==> config.mk <==
export PLATFORM = sky130hd
export DESIGN_NAME = sram_bytemask_seq
export DESIGN_NICKNAME = d
export VERILOG_FILES = /design/src/rtl/sram_bytemask_seq_pkg.sv /design/src/rtl/sram_bytemask_seq.sv
export SDC_FILE = /design/constraint.sdc
export NUM_CORES = 1
export LEC_CHECK = 0
export CORE_MARGIN = 2
export CORE_UTILIZATION = 52
export DETAILED_ROUTE_END_ITERATION = 12
export PLACE_DENSITY = 0.89
export SYNTH_ARGS = -nofsm -noshare
export SYNTH_HDL_FRONTEND = slang
export SYNTH_SLANG_ARGS = --single-unit
==> constraint.sdc <==
create_clock -name clk -period 3.5 [get_ports clk]
set_input_delay 0.35 -clock clk [delete_from_list [all_inputs] [get_ports clk]]
set_output_delay 0.35 -clock clk [all_outputs]
set_load 0.1 [all_outputs]
==> src/rtl/sram_bytemask_seq_pkg.sv <==
// Shared definitions for the SRAM byte-mask sequencer: mode codes, FSM
// encoding and the lane helper functions used to build write masks.
package sram_bytemask_pkg;

    // Burst modes, latched on start. Code 3 is handled like FILL.
    localparam logic [1:0] MODE_UNSHUFFLE = 2'd0;
    localparam logic [1:0] MODE_CONV      = 2'd1;
    localparam logic [1:0] MODE_FILL      = 2'd2;

    // Sequencer FSM encoding.
    typedef enum logic [1:0] {
        ST_IDLE = 2'd0,
        ST_RUN  = 2'd1,
        ST_FIN  = 2'd2
    } state_t;

    // Widest mask group_mask() can build; callers size-cast down to LANES.
    localparam int MAX_LANES = 128;

    // Lane permutation for the 16-lane unshuffle pattern.
    function automatic logic [3:0] lane_of(input logic [3:0] p);
        return {p[2], p[0], p[3], p[1]};
    endfunction

    // Active-low mask clearing MSB-first lanes [g*group .. g*group+group-1]
    // of a lanes-wide word. Bits at or above 'lanes' stay 1.
    function automatic logic [MAX_LANES-1:0] group_mask(input int g,
                                                        input int lanes,
                                                        input int group);
        logic [MAX_LANES-1:0] m;
        int lane;
        m = '1;
        for (int i = 0; i < MAX_LANES; i++) begin
            if (i < lanes) begin
                lane = lanes - 1 - i;
                if ((lane >= g * group) && (lane < g * group + group)) begin
                    m[i] = 1'b0;
                end
            end
        end
        return m;
    endfunction

endpackage

==> src/rtl/sram_bytemask_seq.sv <==
// SRAM write-beat sequencer: accepts a burst of beat requests and presents
// one registered pair of active-low byte masks (ports A and B) per beat.
//
// Handshakes: a transfer happens on a rising clk edge where valid && ready
// are both high. in_ready depends combinationally on out_ready so the single
// output register sustains one beat per cycle; the output register holds
// its contents unchanged while out_valid && !out_ready.
module sram_bytemask_seq
    import sram_bytemask_pkg::*;
#(
    parameter int LANES = 16,
    parameter int GROUP = 4,
    parameter int CNT_W = 8,
    // Set to 0 to build a non-16-lane variant; UNSHUFFLE beats then write nothing.
    parameter bit ENABLE_UNSHUFFLE = 1'b1,
    localparam int POS_W   = $clog2(LANES),
    localparam int NGROUPS = LANES / GROUP,
    localparam int GIDX_W  = (NGROUPS > 1) ? $clog2(NGROUPS) : 1
) (
    input  logic              clk,
    input  logic              rst,
    input  logic              start,
    input  logic [1:0]        mode,
    input  logic [CNT_W-1:0]  beats,
    input  logic              in_valid,
    output logic              in_ready,
    input  logic [POS_W-1:0]  pos_offset,
    output logic              out_valid,
    input  logic              out_ready,
    output logic [LANES-1:0]  mask_a,
    output logic [LANES-1:0]  mask_b,
    output logic [GIDX_W-1:0] group_idx,
    output logic              busy,
    output logic              done,
    output state_t            dbg_state
);

    localparam logic [CNT_W-1:0]  CNT_ONE  = CNT_W'(1);
    localparam logic [CNT_W-1:0]  CNT_ZERO = '0;
    localparam logic [GIDX_W-1:0] GRP_ONE  = GIDX_W'(1);
    localparam logic [GIDX_W-1:0] GRP_LAST = GIDX_W'(NGROUPS - 1);

    // Elaboration-time configuration checks.
    if ((LANES % GROUP) != 0) begin : g_bad_group
        $error("sram_bytemask_seq: LANES must be a multiple of GROUP");
    end
    if (ENABLE_UNSHUFFLE && (LANES != 16)) begin : g_bad_unshuffle
        $error("sram_bytemask_seq: UNSHUFFLE permutation is only defined for LANES=16");
    end

    state_t             state_q, state_d;
    logic [1:0]         mode_q;
    logic [CNT_W-1:0]   beats_q;
    logic [CNT_W-1:0]   cnt_q;
    logic [GIDX_W-1:0]  grp_q;
    logic               out_valid_q;
    logic [LANES-1:0]   mask_a_q, mask_b_q;
    logic [GIDX_W-1:0]  gidx_q;
    logic               done_q;

    logic               in_ready_w;
    logic               accept;
    logic               last_beat;
    logic               fin_exit;
    logic               busy_w;
    logic [LANES-1:0]   unsh_mask;
    logic [LANES-1:0]   mask_a_d, mask_b_d;

    assign accept    = in_valid && in_ready_w;
    assign last_beat = ((cnt_q + CNT_ONE) == beats_q);

    // Single-lane unshuffle mask, only meaningful for the 16-lane layout.
    if (ENABLE_UNSHUFFLE && (LANES == 16)) begin : g_unsh
        localparam logic [LANES-1:0] MSB_ONE = {1'b1, {(LANES-1){1'b0}}};
        assign unsh_mask = ~(MSB_ONE >> lane_of(pos_offset));
    end else begin : g_no_unsh
        assign unsh_mask = '1;
    end

    // FSM state register.
    always_ff @(posedge clk) begin
        if (rst) begin
            state_q <= ST_IDLE;
        end else begin
            state_q <= state_d;
        end
    end

    // FSM next-state logic.
    always_comb begin
        state_d = state_q;
        case (state_q)
            ST_IDLE: begin
                if (start) begin
                    state_d = (beats == CNT_ZERO) ? ST_FIN : ST_RUN;
                end
            end
            ST_RUN: begin
                if (accept && last_beat) begin
                    state_d = ST_FIN;
                end
            end
            ST_FIN: begin
                if (!out_valid_q) begin
                    state_d = ST_IDLE;
                end
            end
            default: state_d = ST_IDLE;
        endcase
    end

    // FSM outputs: request acceptance, busy flag, burst-completion condition.
    always_comb begin
        in_ready_w = 1'b0;
        busy_w     = 1'b1;
        fin_exit   = 1'b0;
        case (state_q)
            ST_IDLE: busy_w = 1'b0;
            ST_RUN:  in_ready_w = (cnt_q != beats_q) && (!out_valid_q || out_ready);
            ST_FIN:  fin_exit = !out_valid_q;
            default: busy_w = 1'b0;
        endcase
    end

    // Burst parameters and beat/group counters.
    always_ff @(posedge clk) begin
        if (rst) begin
            mode_q  <= MODE_UNSHUFFLE;
            beats_q <= '0;
            cnt_q   <= '0;
            grp_q   <= '0;
        end else if ((state_q == ST_IDLE) && start) begin
            mode_q  <= mode;
            beats_q <= beats;
            cnt_q   <= '0;
            grp_q   <= '0;
        end else if (accept) begin
            cnt_q <= cnt_q + CNT_ONE;
            grp_q <= (grp_q == GRP_LAST) ? '0 : grp_q + GRP_ONE;
        end
    end

    // Mask pattern for the beat being accepted this cycle.
    always_comb begin
        mask_a_d = '1;
        mask_b_d = '1;
        case (mode_q)
            MODE_UNSHUFFLE: mask_a_d = unsh_mask;
            MODE_CONV:      mask_b_d = LANES'(group_mask(int'(grp_q), LANES, GROUP));
            default: begin
                mask_a_d = '0;
                mask_b_d = '0;
            end
        endcase
    end

    // Output register: load on accept, empty on consume, otherwise hold.
    always_ff @(posedge clk) begin
        if (rst) begin
            out_valid_q <= 1'b0;
            mask_a_q    <= '1;
            mask_b_q    <= '1;
            gidx_q      <= '0;
        end else if (accept) begin
            out_valid_q <= 1'b1;
            mask_a_q    <= mask_a_d;
            mask_b_q    <= mask_b_d;
            gidx_q      <= grp_q;
        end else if (out_ready) begin
            out_valid_q <= 1'b0;
            mask_a_q    <= '1;
            mask_b_q    <= '1;
        end
    end

    // One-cycle completion pulse as FIN hands back to IDLE.
    always_ff @(posedge clk) begin
        if (rst) begin
            done_q <= 1'b0;
        end else begin
            done_q <= fin_exit;
        end
    end

    assign in_ready  = in_ready_w;
    assign out_valid = out_valid_q;
    assign mask_a    = mask_a_q;
    assign mask_b    = mask_b_q;
    assign group_idx = gidx_q;
    assign busy      = busy_w;
    assign done      = done_q;
    assign dbg_state = state_q;

endmodule

Figure 1. Supply network.
Scale bar: 20 um. Pins as bars on the die edge.
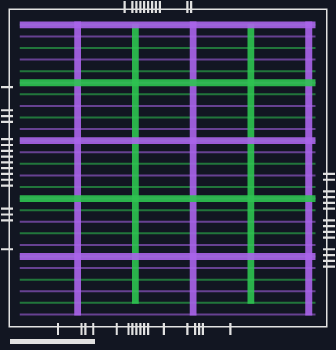
Key: VSS = purple; VDD = green
The core has 25 rows. 5 straps on met4. 26 met1 rails follow the rows. 5 straps on met5. 59 signal pins sit on the boundary.

Figure 2. Cell classes on the final placement.
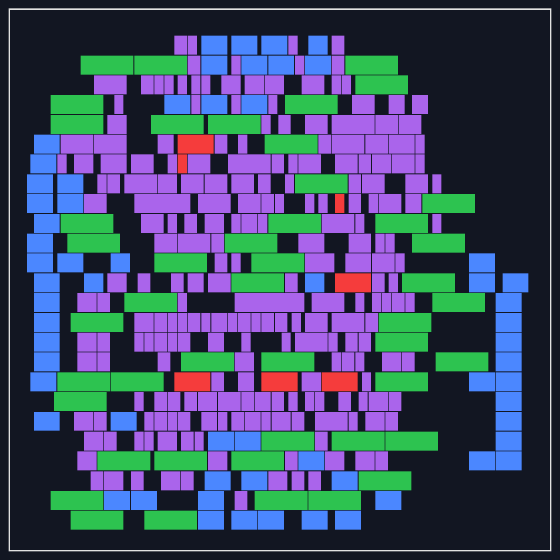
Key: sequential cells = green [cells 46, share of their area 31%]; combinational and other logic = purple [cells 225, share of their area 47%]; remaining buffers and delay cells = blue [cells 61, share of their area 20%]; clock drivers and dummy loads = red [cells 7, share of their area 2.5%]

Figure 3. Clock network drawn from the DEF.
Scale bar: 20 um.
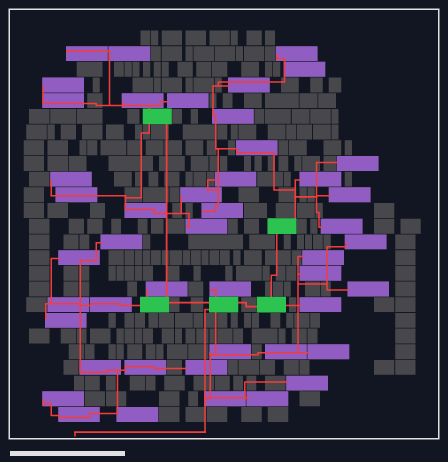
Key: clock wires = red [length 533 um]; clock drivers = green [count 5]; flip-flops = purple [count 46]
Position of the flops: spread over the die.

Figure 4. Wiring by layer.
Scale bar: 20 um.
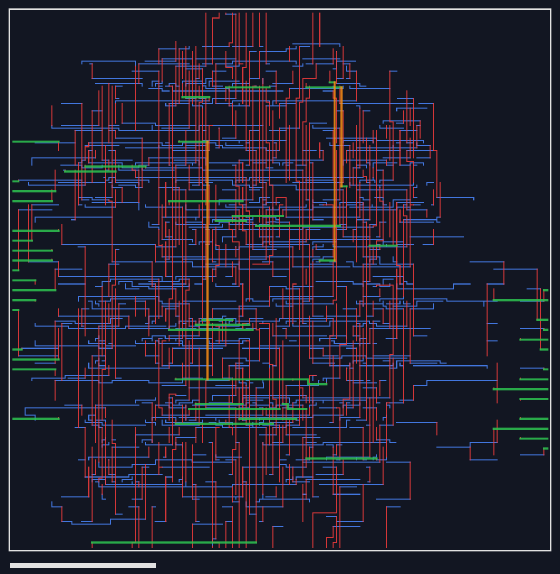
Key: metal 1 = blue [wire length 2570 um]; metal 4 = orange [wire length 70.7 um]; metal 3 = green [wire length 308 um]; metal 2 = red [wire length 2650 um]

Figure 5. Clock routing.
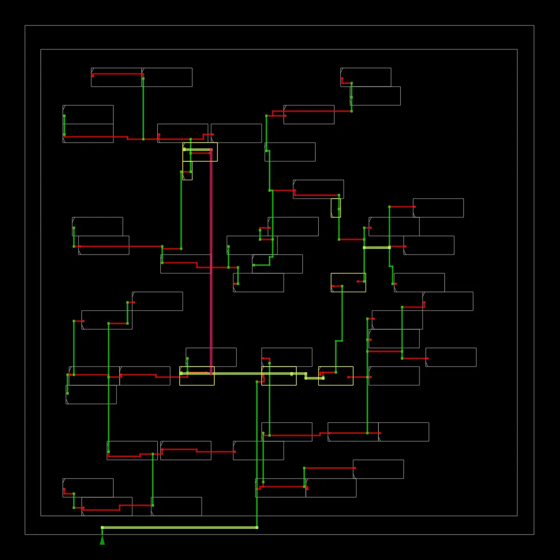
clk_buf instances: 7
Flop Count: 46
TritonCTS buffer count: 5
skew final: 0.00391 ns
clk_lat worst skew: 0.29 ns

==> impl_metrics.csv <==
group,metric,value,unit
detailed_routing,met1Wirelength,2570,um
detailed_routing,drt-total-wl,5590,um
setup_path,path_class,"reg2out",
yosys,topCellsByArea,"dfxtp_1 (36%), a21oi_1 (6.4%), o21bai_1 (5.9%)",
timing,finalSetupViolCount,0,
final_layout,drive_gt1_share,6.49,%
final_layout,diodes,0,
setup_path,crit_required,3.15,ns
setup_path,slowest_stage,"clkdlybuf4s50_1",
timing,fmax,394,MHz
global_routing,grtUsageTotal,20.8,%
global_routing,overflow,0,
yosys,ys_types,47,
clock_network,cts_buffer_depth,2,
yosys,synth_top_cell_by_count,"dfxtp_1",
clock_network,postCtsResizedCells,0,
timing,finalSetupTns,0,ns
yosys,top_cell_area_share,35.9,%
detailed_routing,ant_nets,0,
setup_path,crit_chain,"inv_1 > ha_1 > clkdlybuf4s50_1",
placed_design,place.port_buffers,58,
timing,rsz0062_at_grt,"no",
global_routing,grt_antenna_before_repair,0,
global_routing,grt_max_degree,33,
timing,slew_violations,0,
job,tool_warnings,31,
detailed_routing,num_vias,2251,
detailed_routing,first_iter_violations,152,
yosys,async_flop_share,0,%
timing,worst_slew_pin_slew,0.975,ns
timing,hold_viol_final,0,
final_layout,final_nets,366,
run_status,outcome,"finished clean",
pwr,power_density,529,nW/um^2
==> report_power, final <==
part           switching [mW]  internal (mW)  total, mW
Sequential             0.0542          0.565      0.620
Clock                   0.170          0.138      0.308
Combinational           0.501          0.203      0.704
Total                   0.725          0.906       1.63
==> metrics by stage <==
step           hold WS [ns]  util (%)  std cells  cell area (um^2)  setup slack, ns
2_1_floorplan         0.447         -        305              2560             1.00
3_3_place_gp          0.459      63.6        399              3010             1.02
3_5_place_dp          0.455      63.6        399              3010            0.957
4_1_cts               0.466      65.2        406              3080            0.957
5_1_grt               0.501      65.2        406              3080            0.924
6_report              0.469      65.2        406              3080            0.965
==> worst min-delay path, stage by stage (launching register included) <==
cell	delay [ns]
dfxtp_1	0.32
nand2_1	0.05
a21oi_1	0.06
==> state kept, by name, summed over array words and instances (netlist names) <==
name	flops
mask_a	16
beats_q	8
cnt_q	8
mask_b	4
dbg_state	2
group_idx	2
grp_q	2
mode_q	2
done	1
out_valid	1
==> final cells by class <==
class / count / area, um^2 / share of cell area [%]
Multi-Input combinational cell: 219 / 1380 / 44.7
Tap cell: 67 / 83.8 / 2.72
Timing Repair Buffer: 61 / 601 / 19.5
Clock buffer: 7 / 76.3 / 2.48
Inverter: 6 / 22.5 / 0.731
Sequential cell: 46 / 921 / 29.9
==> cell usage in the layout, fill, tap and decap left out, types with 3 or more instances in the layout <==
| master | instances |
|---|---|
| nor2_1 | 32 |
| nand2_1 | 34 |
| dfxtp_1 | 46 |
| a21oi_1 | 33 |
| inv_1 | 6 |
| ha_1 | 8 |
| o21a_1 | 3 |
| nor3b_1 | 4 |
| buf_4 | 4 |
| a31oi_1 | 4 |
| xor2_1 | 3 |
| xnor2_1 | 13 |
| clkdlybuf4s50_1 | 57 |
| clkbuf_8 | 5 |
| o21bai_1 | 20 |
| nor3_1 | 28 |
==> metal layers <==
metal	up-vias	GRT usage (%)
met2	82	33.8
met5	-	0
li1	1105	-
met4	0	7.27
met3	6	2.98
met1	1058	28.4
==> cell families (layout without fill, tap and decap cells) <==
logic type	Yosys count	after routing	share of synthesized area, %
AND-OR/OR-AND	75	75	20.2
XOR/XNOR	18	18	6.74
adder cells (fa/ha/maj)	8	8	3.91
buffers and inverters	40	74	10.3
flip-flops	46	46	35.9
AND/OR/NAND/NOR	118	118	22.9
==> path summary, 6_finish.rpt <==
| kind | from | end | slack, ns | cells after the start |
|---|---|---|---|---|
| setup / recovery | dbg_state[1] | busy | 0.96 | 3 |
| hold reg to reg | group_idx[1] | group_idx[1] | 0.47 | 2 |
| hold / removal | group_idx[1] | group_idx[1] | 0.47 | 2 |
| setup reg to reg | cnt_q[0] | dbg_state[0] | 1.32 | 6 |
Power and IR drop assume default switching activity.
